==> src/rtl/gpio_write_arbiter.sv <==
// Arbitrates the external GPIO write port between a buffered CPU store path and a
// host request/grant path, presenting the winner through a valid/ready output register.
module gpio_write_arbiter #(
  parameter int DEPTH      = 8,
  parameter int ADDR_W     = 32,
  parameter int DATA_W     = 8,
  parameter int STARVE_MAX = 4
) (
  input  logic                       clk,
  input  logic                       rst,
  input  logic                       cpu_en,
  input  logic [ADDR_W-1:0]          cpu_addr,
  input  logic [DATA_W-1:0]          cpu_data,
  input  logic                       host_req,
  input  logic [ADDR_W-1:0]          host_addr,
  input  logic [DATA_W-1:0]          host_data,
  output logic                       host_gnt,
  output logic                       out_valid,
  input  logic                       out_ready,
  output logic [ADDR_W-1:0]          out_addr,
  output logic [DATA_W-1:0]          out_data,
  output logic                       out_src,
  output logic [$clog2(DEPTH):0]     fifo_count,
  output logic                       overflow
);

  localparam int PW = $clog2(DEPTH);
  localparam int CW = PW + 1;
  localparam int SW = $clog2(STARVE_MAX + 1);

  typedef enum logic {ST_EMPTY, ST_HOLD} state_t;

  state_t              state_q, state_d;
  logic [ADDR_W-1:0]   addr_q, addr_d;
  logic [DATA_W-1:0]   data_q, data_d;
  logic                src_q, src_d;
  logic [CW-1:0]       count_q, count_d;
  logic [PW-1:0]       wr_ptr_q, wr_ptr_d;
  logic [PW-1:0]       rd_ptr_q, rd_ptr_d;
  logic [SW-1:0]       starve_q, starve_d;
  logic                overflow_q, overflow_d;
  logic [ADDR_W+DATA_W-1:0] mem_q [DEPTH];

  logic load, fifo_ne, host_win, sel_host, sel_cpu, push, pop;

  always_comb begin
    load     = (state_q == ST_EMPTY) || out_ready;
    fifo_ne  = (count_q != '0);
    host_win = host_req && (!fifo_ne || (starve_q != SW'(STARVE_MAX)));
    sel_host = load && host_win;
    sel_cpu  = load && fifo_ne && !host_win;
    pop      = sel_cpu;
    // A full FIFO can still take a write when the head leaves at the same edge.
    push     = cpu_en && ((count_q != CW'(DEPTH)) || pop);

    state_d    = state_q;
    addr_d     = addr_q;
    data_d     = data_q;
    src_d      = src_q;
    starve_d   = starve_q;
    count_d    = count_q + CW'(push) - CW'(pop);
    wr_ptr_d   = push ? wr_ptr_q + PW'(1) : wr_ptr_q;
    rd_ptr_d   = pop  ? rd_ptr_q + PW'(1) : rd_ptr_q;
    overflow_d = overflow_q || (cpu_en && !push);

    if (load) begin
      if (sel_host) begin
        state_d = ST_HOLD;
        addr_d  = host_addr;
        data_d  = host_data;
        src_d   = 1'b1;
        if (!fifo_ne)
          starve_d = '0;
        else if (starve_q != SW'(STARVE_MAX))
          starve_d = starve_q + SW'(1);
      end else if (sel_cpu) begin
        state_d          = ST_HOLD;
        {addr_d, data_d} = mem_q[rd_ptr_q];
        src_d            = 1'b0;
        starve_d         = '0;
      end else begin
        state_d  = ST_EMPTY;
        starve_d = '0;
      end
    end
  end

  always_ff @(posedge clk or negedge rst) begin
    if (!rst) begin
      state_q    <= ST_EMPTY;
      addr_q     <= '0;
      data_q     <= '0;
      src_q      <= 1'b0;
      count_q    <= '0;
      wr_ptr_q   <= '0;
      rd_ptr_q   <= '0;
      starve_q   <= '0;
      overflow_q <= 1'b0;
    end else begin
      state_q    <= state_d;
      addr_q     <= addr_d;
      data_q     <= data_d;
      src_q      <= src_d;
      count_q    <= count_d;
      wr_ptr_q   <= wr_ptr_d;
      rd_ptr_q   <= rd_ptr_d;
      starve_q   <= starve_d;
      overflow_q <= overflow_d;
    end
  end

  // Storage needs no reset; the pointers and count define which entries are live.
  always_ff @(posedge clk) begin
    if (push)
      mem_q[wr_ptr_q] <= {cpu_addr, cpu_data};
  end

  assign host_gnt   = sel_host && rst;
  assign out_valid  = (state_q == ST_HOLD);
  assign out_addr   = addr_q;
  assign out_data   = data_q;
  assign out_src    = src_q;
  assign fifo_count = count_q;
  assign overflow   = overflow_q;

endmodule

==> config.mk <==
export PLATFORM = sky130hd
export DESIGN_NAME = gpio_write_arbiter
export DESIGN_NICKNAME = d
export VERILOG_FILES = /design/src/rtl/gpio_write_arbiter.sv
export SDC_FILE = /design/constraint.sdc
export NUM_CORES = 1
export LEC_CHECK = 0
export ABC_AREA = 1
export CAP_MARGIN = 20
export CORE_ASPECT_RATIO = 1.2
export CORE_MARGIN = 4
export CORE_UTILIZATION = 40
export DETAILED_ROUTE_END_ITERATION = 10
export PLACE_DENSITY = 0.65
export SYNTH_ARGS = -nofsm -noshare
export SYNTH_HDL_FRONTEND = slang
export SYNTH_SLANG_ARGS = --single-unit
==> constraint.sdc <==
create_clock -name clk -period 7.81 [get_ports clk]
set_input_delay 1.1715 -clock clk [delete_from_list [all_inputs] [get_ports clk]]
set_output_delay 1.1715 -clock clk [all_outputs]
set_load 0.005 [all_outputs]
==> run_1/floorplan.png <==
Bar = 50 um. Pins as bars on the die edge. Tap cells in gray.
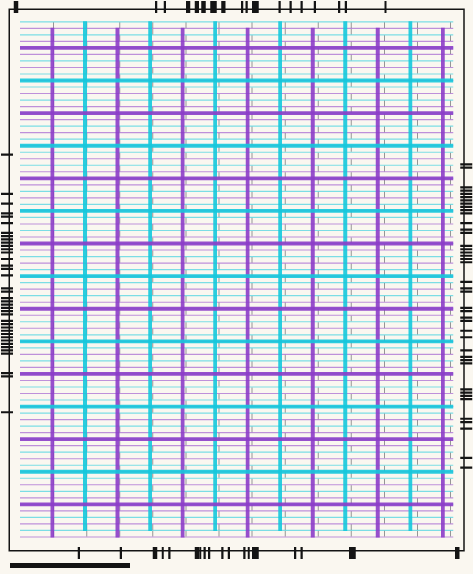
Key: VDD = cyan; VSS = purple
15 straps on met5. 13 straps on met4. 133 signal pins sit on the boundary.

==> run_1/port_trees.png <==
Bar = 50 um.
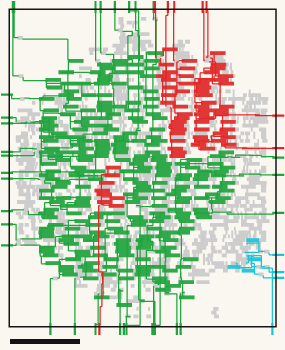
Key: `fifo_count` = cyan [bits 4, direction output, edge 3 right, 1 bottom, end cells 4, buffers 4, wire 175 um]; `cpu_addr` = green [bits 32, direction input, edge 11 bottom, 10 left, 8 top, 3 right, end cells 256, buffers 32, wire 3590 um]; `cpu_data` = red [bits 8, direction input, edge 5 top, 2 right, 1 bottom, end cells 64, buffers 8, wire 891 um]

==> run_1/ff_map.png <==
Bar = 50 um.
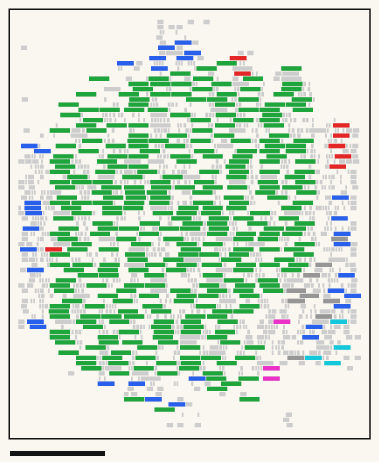
Key: `wr_ptr_q` = magenta [placed flops 3]; `out_data` = red [placed flops 8]; `fifo_count` = cyan [placed flops 4, where lower right]; `out_addr` = blue [placed flops 32, where all over the die]; `mem_q` = green [placed flops 320]
Another 9 sequential cells are not colored.

==> run_1/util_map.png <==
Bar = 50 um. The die is cut into 19 by 23 equal tiles; white is low, dark blue is high, 0 to 100% covered.
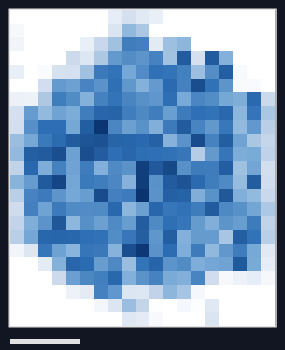
The fullest tile reaches 99%. The mean over all tiles is 43%. 15% of the tiles are over 75% full.

==> deck_impl_summary.md, run 1 <==
Physical Implementation Snapshot

Layout
  – P&R area growth vs syn: 19.7%
  – Most used logic cell in the final layout: nand2_1
  – Nets: 1634
  – Antenna Cells: 0
  – Most numerous logic cells after layout: 523 x nand2_1, 320 x edfxtp_1, 282 x nand3_1
  – Non-filler instance count after layout: 2095
  – Fraction of layout cells with a size suffix above 1: 6.95%
  – Final instance area: 18800 um2

GRT
  – GR Util met3: 2.60%
  – GR Util met2: 29.3%
  – Met1 Resource Use GR: 23.7%
  – Pin count of the biggest net entering global routing: 86
  – Global-route wire length before repair: 58.5 mm
  – Initial antenna violation count: 1
  – Number of global-route vias before repair: 10300
  – Gr busiest metal: met2
  – Total track usage: 17.4%

Die
  – IO Count: 133
  – DIE WIDTH: 189 um
  – Num rows: 79
  – Fp util: 40.5%
  – Die ar.: 42600 um2
  – Core footprint: 38800 um2

Power and ir drop
  – Max IR drop VDD: 0.188 mV
  – Power Density: 361 nW/um2
  – Final Total Pwr: 6.80 mW
  – Leak: 7.44 nW

Job
  – Maxcap violations: 0
  – OpenROAD warning count: 28

Place
  – DP Cell Count: 2024
  – Port bufs: 132
  – Dpl hpwl: 21.1 mm
  – Dpl cell area: 17500 um2
  – Gpl congestion: 0.725

Setup path
  – Kind of end point of the critical path: output port
  – Worst R2R End: mem_q[1][2]
  – Reg2Reg Setup Slack: 4.48 ns
  – CP top delay family: buffers and inverters
  – Slowest stage delay, CP: 0.62 ns
  – Reg2reg path depth: 10
  – Critical Path Fanout Max: 39
  – Worst Path Buf+Inv: 3
  – Crit path DAT: 3.80 ns
  – Startpoint types: input port

Clock network
  – CTS root buffer: clkbuf_16
  – Cts hold-fix bufs: 0
  – CTS H-tree depth: 2
  – CTS resizes: 0
  – CTS buffer count: 39
  – CTS Buffer Depth: 3
  – Clock slew at reported path FFs: 0.05 ns

Logic synthesis
  – Synth Flop Type: edfxtp_1
  – Synthesized cell area: 15700 um2
  – Seq share, synth: 70.0%
  – Synth mux share: 0%
  – Area leader, netlist: edfxtp_1
  – FFs w/ async S/R, synth: 14.9%
  – And+or+nand+nor area frac: 23.5%
  – Syn avg cell area: 11.0 um2
  – Most frequent cell after synthesis: nand2_1
  – Syn nets: 1529
  – Number of enable flip-flop cells: 320
  – Yosys cell count: 1434
  – Register bit count reported by yosys: 376
  – Adders+Majority by Area: 0.843%
  – AO/OA Area Share: 0.310%
  – Main logic family after synthesis: simple AND/OR/NAND/NOR gates

Timing
  – Maximum clock rate: 201 MHz
  – RSZ-0062 raised after global routing: no
  – Worst slew pin tran: 1.08 ns
  – Tcrit/Tclk final: 63.6%
  – TNS Setup: 0 ns
  – Fin crit period: 4.97 ns
  – Hold Slack: 0.477 ns
  – Slew Viols, Final: 0
  – Final setup violating endpoints: 0
  – Setup Skew: 0.0111 ns

Route
  – M1 wire length: 16.4 mm
  – DR top layer: met5
  – Metal2 WL: 18.5 mm
  – Vias: 10600
  – Vias per cell: 5.04
  – 1st-pass router iterations: 5
  – Starting DRT DRC Count: 966

Status
  – Status: complete, no violations

Worst hold path
  – Hold path start: out_addr[9]
  – Hold depth: 2
run 1: registers in the layout, summed over array words and instances (netlist names):
register,cells
mem_q,320
out_data,8
wr_ptr_q,3
overflow,1
out_addr,32
out_src,1
fifo_count,4
rd_ptr_q,3
out_valid,1
starve_q,3
run 1: power by group:
part,total (mW),switching [mW],leakage [nW],internal [mW]
Clock,1.95,0.739,0.676,1.21
Sequential,2.79,0.232,3.58,2.56
Combinational,2.06,1.32,3.19,0.747
Total,6.80,2.29,7.44,4.52
run 1: final cells by class:
type	count	area, um2	area share (%)
Sequential cell	376	11000	58.5
Multi-Input combinational cell	880	3990	21.2
Timing Repair Buffer	148	1430	7.62
Clock buffer	53	1130	6.01
Tap cell	526	658	3.50
Inverter	94	357	1.89
Clock inverter	18	239	1.27
==> run_1/placed.png <==
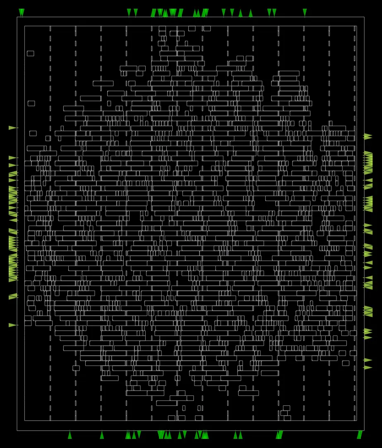

==> run 2: changes to the inputs <==
--- a/config.mk
+++ b/config.mk
@@ -11,7 +11,7 @@
 export CORE_MARGIN = 4
 export CORE_UTILIZATION = 40
 export DETAILED_ROUTE_END_ITERATION = 10
-export PLACE_DENSITY = 0.65
+export PLACE_DENSITY = 0.67
 export SYNTH_ARGS = -nofsm -noshare
 export SYNTH_HDL_FRONTEND = slang
 export SYNTH_SLANG_ARGS = --single-unit
==> constraint.sdc (replaced) <==
create_clock -name clk -period 4.3 [get_ports clk]
set_input_delay 0.645 -clock clk [delete_from_list [all_inputs] [get_ports clk]]
set_output_delay 0.645 -clock clk [all_outputs]
set_load 0.005 [all_outputs]
==> run_2/placed.png <==
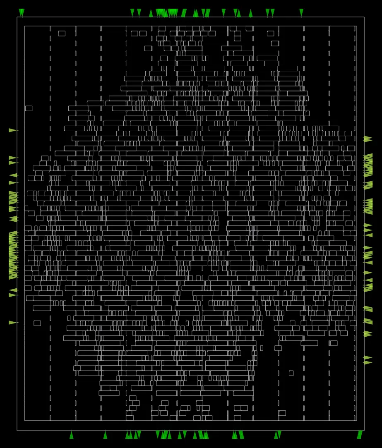
fillcell total: 3458
flop share of the area: 58.4%
non-filler instance count after layout: 2101
Well Taps: 526

==> deck_impl_summary.md, run 2 <==
Physical Implementation Snapshot

Status
  – Status: complete, no violations

Layout
  – Most used logic cell in the final layout: nand2_1
  – P&R area growth vs syn: 19.9%
  – Antenna Cells: 0 (unchanged)
  – Register with the most flip-flops: mem_q
  – Reg area: 11000 um2 (unchanged)
  – Most numerous logic cells after layout: 523 x nand2_1, 320 x edfxtp_1, 282 x nand3_1
  – Finished Core Util: 48.6%
  – Nets: 1639 (+0.31%)
  – Logic area: 3990 um2 (unchanged)
  – Final instance area: 18900 um2 (+0.21%)
  – Fraction of layout cells with a size suffix above 1: 6.86% (-0.090 points)
  – Max reg flops: 320 (unchanged)

Logic synthesis
  – Most frequent cell after synthesis: nand2_1
  – Synth cell count leaders: 523 x nand2_1, 320 x edfxtp_1, 282 x nand3_1
  – FFs w/ async S/R, synth: 14.9% (unchanged)
  – Syn nets: 1529 (unchanged)
  – Library cells used by synthesis: 27
  – Yosys Chip Area: 15700 um2
  – Number of enable flip-flop cells: 320 (unchanged)
  – Synth mux share: 0% (unchanged)
  – Synth area leaders: edfxtp_1 61%, nand2_1 12%, nand3_1 9.0%, dfrtp_1 8.9%, inv_1 2.1%
  – Synth Warn #: 0
  – Xor/xnor share: 0.278%
  – Yosys cell count: 1434 (unchanged)
  – Seq share, synth: 70.0% (unchanged)
  – Synth Flop Type: edfxtp_1
  – Area leader, netlist: edfxtp_1
  – Area share, top type: 61.1%
  – Synthesized cell area: 15700 um2 (unchanged)
  – Register bit count reported by yosys: 376 (unchanged)
  – Syn avg cell area: 11.0 um2 (unchanged)
  – Main logic family after synthesis: simple AND/OR/NAND/NOR gates
  – AO/OA Area Share: 0.310% (unchanged)
  – And+or+nand+nor area frac: 23.5% (unchanged)
  – Synth Instances: 1434
  – Adders+Majority by Area: 0.843% (unchanged)

Route
  – Starting DRT DRC Count: 860 (-11%)
  – Drt total wl: 37.9 mm
  – Wire per inst: 18.0 um
  – DRC violations left: 0
  – Routed Antenna Nets: 0
  – 1st-pass router iterations: 5 (unchanged)
  – Vias per cell: 5.08 (+0.78%)
  – Vias: 10700 (+1.1%)

Power and ir drop
  – Power Density: 645 nW/um2 (+79%)
  – Seq pwr share: 41.1% (about the same)
  – Seq. pwr: 5.00 mW (+79%)
  – Net Sw Frac: 34.4% (+0.76 points)
  – Max IR drop VDD: 0.427 mV (+130%)
  – NetSw: 4.19 mW (+83%)
  – Clk. pwr: 3.27 mW (+68%)
  – Leak: 7.43 nW (-0.14%)
  – Comb pwr share: 32.1% (+1.8 points)
  – Internal: 7.99 mW (+77%)
  – Final Total Pwr: 12.2 mW (+79%)
  – Heaviest power group: registers
  – Clock Power Share: 26.9% (-1.8 points)
  – P_comb: 3.91 mW (+90%)

Die
  – Num rows: 79 (unchanged)
  – Fp util: 40.5% (unchanged)
  – IO Count: 133 (unchanged)
  – Chip Height: 225 um
  – DIE WIDTH: 189 um (unchanged)
  – Core footprint: 38800 um2 (unchanged)
  – Die ar.: 42600 um2 (unchanged)

Clock network
  – CTS sink cnt: 376
  – CTS root buffer: clkbuf_16
  – CTS H-tree depth: 2 (unchanged)
  – CTS Buffer Depth: 3 (unchanged)
  – Post-CTS setup buffers: 0
  – Latency at later pin: 0.54 ns
  – CTS tree: built
  – CTS buffer count: 39 (unchanged)
  – CTS resizes: 0 (unchanged)
  – Cts hold-fix bufs: 1 (+1)
  – Clock slew at reported path FFs: 0.06 ns (about the same)

Timing
  – Hold Slack: 0.478 ns (+0.00104 ns)
  – Setup ws final: 1.21 ns
  – Setup Skew: 0.0158 ns (+0.00472 ns)
  – Final setup violating endpoints: 0 (unchanged)
  – Maximum clock rate: 323 MHz
  – Slew Viols, Final: 0 (unchanged)
  – TNS Setup: 0 ns (unchanged)
  – Worst slew margin: 28.0%
  – Tcrit/Tclk final: 71.9%
  – Fin crit period: 3.09 ns
  – RSZ-0062 raised after global routing: no
  – Worst slew pin tran: 1.08 ns (+0.00247 ns)

Setup path
  – WP depth: 7
  – Crit path DAT: 2.45 ns (-1.35 ns)
  – Reg2reg path depth: 10 (unchanged)
  – Critical Path RT: 3.65 ns
  – Worst Path Buf+Inv: 2 (-1)
  – Cell mode on critical path: nand2_4
  – Crit path kind: reg -> out
  – CP top delay family: simple AND/OR/NAND/NOR gates
  – Startpoint types: register
  – Crit path cell chain: inv_1 > ha_1 > nand2_4 > nand2_4 > nand3_4 > nor2_1 > clkdlybuf4s50_1
  – Slowest stage delay, CP: 0.53 ns (-0.09 ns)
  – Kind of end point of the critical path: output port
  – Critical Path Fanout Max: 36 (-7.7%)
  – Crit path max-delay cell type: clkdlybuf4s50_1

Place
  – Dpl hpwl: 22.4 mm (+6.2%)
  – Port bufs: 132 (unchanged)
  – DP Cell Count: 2028 (+0.20%)
  – Place WS: 1.23 ns
  – Dpl cell area: 17600 um2 (+0.89%)
  – Gpl congestion: 0.746 (+2.9%)

GRT
  – Number of global-route vias before repair: 10900 (+5.5%)
  – Total track usage: 17.8% (+0.34 points)
  – GR Util met3: 2.97% (+0.37 points)
  – Total congestion overflow: 0
  – Initial antenna violation count: 1 (unchanged)
  – GR Util met2: 31.1% (+1.9 points)
  – Pin count of the biggest net entering global routing: 101 (+17%)
  – Global-route wire length before repair: 59.6 mm (+1.9%)
  – Gr busiest metal: met2
  – Met1 Resource Use GR: 23.0% (-0.76 points)

Job
  – OpenROAD warning count: 30 (+7.1%)
  – Maxcap violations: 0 (unchanged)

Worst hold path
  – Min-Delay Path Class: reg -> reg
  – Hold depth: 2 (unchanged)
## run 2: layout make-up
class / instances / area share [%]
clock buffers: 51 / 5.57
clock inverters: 21 / 1.03
inverters: 94 / 1.89
multi-input cells: 880 / 21.1
flip-flops and latches: 376 / 58.4
well taps: 526 / 3.49
repair buffers: 153 / 8.48
## run 2: path summary, 6_finish.rpt
check,startpoint,endpoint,slack (ns)
max,fifo_count[2],host_gnt,1.21
min,out_addr[0],out_addr[0],0.48
max reg2reg,fifo_count[2],mem_q[2][15],1.36
min reg2reg,out_addr[0],out_addr[0],0.48
max in group asynchronous,rst,rd_ptr_q[1],2.81
min in group asynchronous,rst,out_addr[13],0.55
## run 2: layer usage
layer  wire length, um  vias to the layer above
li1                  -                     5093
met1             15800                     5169
met2             19000                      357
met3              2430                       60
met4               707                        2
met5                13                        -
==> run_2/ff_map.png <==
Bar = 50 um.
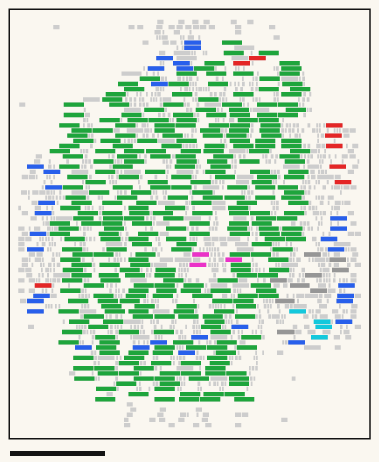

==> run 3: changes to the inputs <==
==> constraint.sdc (replaced) <==
create_clock -name clk -period 2.5 [get_ports clk]
set_input_delay 0.375 -clock clk [delete_from_list [all_inputs] [get_ports clk]]
set_output_delay 0.375 -clock clk [all_outputs]
set_load 0.005 [all_outputs]
==> run_3/ff_map.png <==
Bar = 50 um.
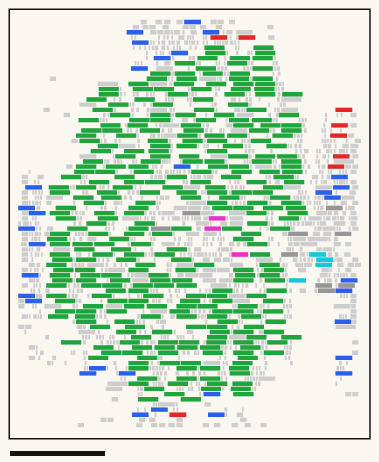
Key: `mem_q` = green [placed flops 320]; `fifo_count` = cyan [placed flops 4, where middle right]; `out_addr` = blue [placed flops 32, where all over the die]; `wr_ptr_q` = magenta [placed flops 3]; `out_data` = red [placed flops 8]
flop share of the area: 57.0%
Reg area: 11000 um2
Seq. pwr: 8.50 mW
Finished Core Util: 49.7%

==> deck_impl_summary.md, run 3 <==
Physical Implementation Snapshot

Setup path
  – CP top delay family: simple AND/OR/NAND/NOR gates
  – Reg2Reg Setup Slack: 0.11 ns (-1.25 ns)
  – Crit path DAT: 2.61 ns (+0.16 ns)
  – Crit path max-delay cell type: dfrtp_1
  – Reg2reg path depth: 12 (+2)
  – FF-to-FF Start: starve_q[0]
  – Crit path cell chain: inv_1 > ha_1 > nand2_1 > inv_2 > nand2_8 > buf_4 > nand2_1 > nand2_4 > nand2_4 > nand3_1 > nor2_4 > buf_12
  – Critical Path RT: 2.72 ns (-0.93 ns)
  – Worst setup path end: mem_q[6][33]
  – Crit path from: starve_q[0]
  – WP depth: 12 (+5)
  – Worst Path Buf+Inv: 4 (+2)
  – Crit path kind: reg -> reg
  – Slowest stage delay, CP: 0.40 ns (-0.13 ns)
  – Critical Path Fanout Max: 26 (-28%)
  – Worst R2R End: mem_q[6][33]
  – Kind of end point of the critical path: register
  – Startpoint types: register

Logic synthesis
  – Number of enable flip-flop cells: 320 (unchanged)
  – Register bit count reported by yosys: 376 (unchanged)
  – Syn avg cell area: 11.0 um2 (unchanged)
  – Synth cell count leaders: 523 x nand2_1, 320 x edfxtp_1, 282 x nand3_1
  – Synth Instances: 1434 (unchanged)
  – Area leader, netlist: edfxtp_1
  – Most frequent cell after synthesis: nand2_1
  – Library cells used by synthesis: 27 (unchanged)
  – Yosys cell count: 1434 (unchanged)
  – Synth Flop Type: edfxtp_1
  – Syn nets: 1529 (unchanged)
  – FFs w/ async S/R, synth: 14.9% (unchanged)
  – Yosys Chip Area: 15700 um2 (unchanged)
  – Synthesized cell area: 15700 um2 (unchanged)
  – Area share, top type: 61.1% (unchanged)
  – Seq share, synth: 70.0% (unchanged)
  – Synth area leaders: edfxtp_1 61%, nand2_1 12%, nand3_1 9.0%, dfrtp_1 8.9%, inv_1 2.1%

Route
  – DRC violations left: 0 (unchanged)
  – 1st-pass router iterations: 5 (unchanged)
  – DR top layer: met5
  – Vias per cell: 5.11 (+0.61%)
  – Wire per inst: 18.6 um (+3.0%)
  – Drt total wl: 39.6 mm (+4.4%)
  – M1 wire length: 16.6 mm (+5.5%)
  – Metal2 WL: 19.4 mm (+2.3%)
  – Vias: 10900 (+1.9%)
  – Starting DRT DRC Count: 791 (-8.0%)
  – Met3 Wirelength: 2.58 mm (+6.1%)
  – Routed Antenna Nets: 0 (unchanged)

Timing
  – Fin crit period: 2.39 ns
  – Setup Skew: 0.0194 ns (+0.00360 ns)
  – Tcrit/Tclk final: 95.8%
  – Maximum clock rate: 418 MHz
  – Final setup violating endpoints: 0 (unchanged)
  – Worst slew margin: 41.9% (+14 points)
  – Hold Slack: 0.0753 ns (-0.403 ns)
  – RSZ-0062 raised after global routing: no
  – Setup ws final: 0.106 ns (-1.10 ns)
  – Slew Viols, Final: 0 (unchanged)
  – Worst slew pin tran: 0.871 ns (-0.208 ns)
  – TNS Setup: 0 ns (unchanged)

Clock network
  – Latency at later pin: 0.54 ns (about the same)
  – CTS Buffer Depth: 3 (unchanged)
  – Clock slew at reported path FFs: 0.06 ns (about the same)
  – CTS root buffer: clkbuf_16
  – CTS tree: built
  – CTS H-tree depth: 2 (unchanged)
  – CTS buffer count: 40 (+2.6%)
  – Cts hold-fix bufs: 0 (-1)
  – CTS sink cnt: 376 (unchanged)

Layout
  – Nets: 1664 (+1.5%)
  – Fraction of layout cells with a size suffix above 1: 8.62% (+1.8 points)
  – Max reg flops: 320 (unchanged)
  – P&R area growth vs syn: 22.8%
  – Most used logic cell in the final layout: nand2_1
  – Final instance area: 19300 um2 (+2.4%)
  – Register with the most flip-flops: mem_q
  – Most numerous logic cells after layout: 523 x nand2_1, 320 x edfxtp_1, 282 x nand3_1
  – Non-filler instance count after layout: 2129 (+1.3%)

Status
  – Status: complete, no violations

GRT
  – Initial antenna violation count: 3 (+2)
  – Gr busiest metal: met2
  – Pin count of the biggest net entering global routing: 162 (+60%)
  – Total track usage: 18.6% (+0.78 points)
  – GR Util met2: 31.1% (-0.070 points)
  – GR Util met3: 3.47% (+0.50 points)
  – Total congestion overflow: 0 (unchanged)
  – Met1 Resource Use GR: 24.8% (+1.8 points)
  – Number of global-route vias before repair: 10800 (-0.70%)
  – Global-route wire length before repair: 61.7 mm (+3.5%)

Place
  – Dpl hpwl: 23.5 mm (+4.9%)
  – DP Cell Count: 2051 (+1.1%)
  – Port bufs: 132 (unchanged)
  – Gpl congestion: 0.755 (+1.3%)
  – Place WS: 0.0175 ns (-1.21 ns)
  – Dpl cell area: 17900 um2 (+1.8%)

Power and ir drop
  – Max IR drop VDD: 0.818 mV (+91%)
  – Clock Power Share: 27.7% (+0.8 points)
  – Final Total Pwr: 21.7 mW (+78%)
  – Clk. pwr: 6.02 mW (+84%)
  – Leak: 7.66 nW (+3.1%)
  – NetSw: 7.32 mW (+75%)
  – Internal: 14.4 mW (+80%)
  – Net Sw Frac: 33.8% (-0.61 points)
  – Power Density: 1120 nW/um2 (+74%)
  – Heaviest power group: registers
  – Seq pwr share: 39.2% (-1.9 points)
  – Comb pwr share: 33.1% (+1.0 points)
  – P_comb: 7.17 mW (+83%)

Die
  – Fp util: 40.5% (unchanged)
  – Core footprint: 38800 um2 (unchanged)
  – Chip Height: 225 um (unchanged)
  – Die ar.: 42600 um2 (unchanged)
  – Num rows: 79 (unchanged)
  – DIE WIDTH: 189 um (unchanged)
  – IO Count: 133 (unchanged)

Worst hold path
  – Min-Delay Path Class: in -> async

Job
  – Maxcap violations: 0 (unchanged)
  – OpenROAD warning count: 31 (+3.3%)
run 3: cell counts after synthesis:
Identical to the previous run, type by type.
run 3: logic make-up after synthesis:
group / after synthesis / synth area share (%)
AOI/OAI and AO/OA: 7 / 0.310
xor gates and xnor gates: 5 / 0.278
adders and majority gates: 10 / 0.843
buffers and inverters: 178 / 5.04
DFF: 376 / 70.0
and+or+nand+nor: 858 / 23.5
run 3: cell type report:
cell class | instances | area [um2]
clock buffer | 53 | 1080
sequential | 376 | 11000
multi-input combinational | 880 | 4020
timing repair buffer | 177 | 1920
fill | 3379 | 19500
clock inverter | 21 | 268
tap | 526 | 658
antenna | 2 | 5.00
inverter | 94 | 357
run 3: timing repair:
item / CTS / global route
endpoints found under the setup margin: 1 / 92
cloned: 0 / 0
pin swaps: 2 / 1
setup buffers: 2 / 0
resized: 5 / 3
Power figures rest on the tool's default switching activity, not on a simulated workload.
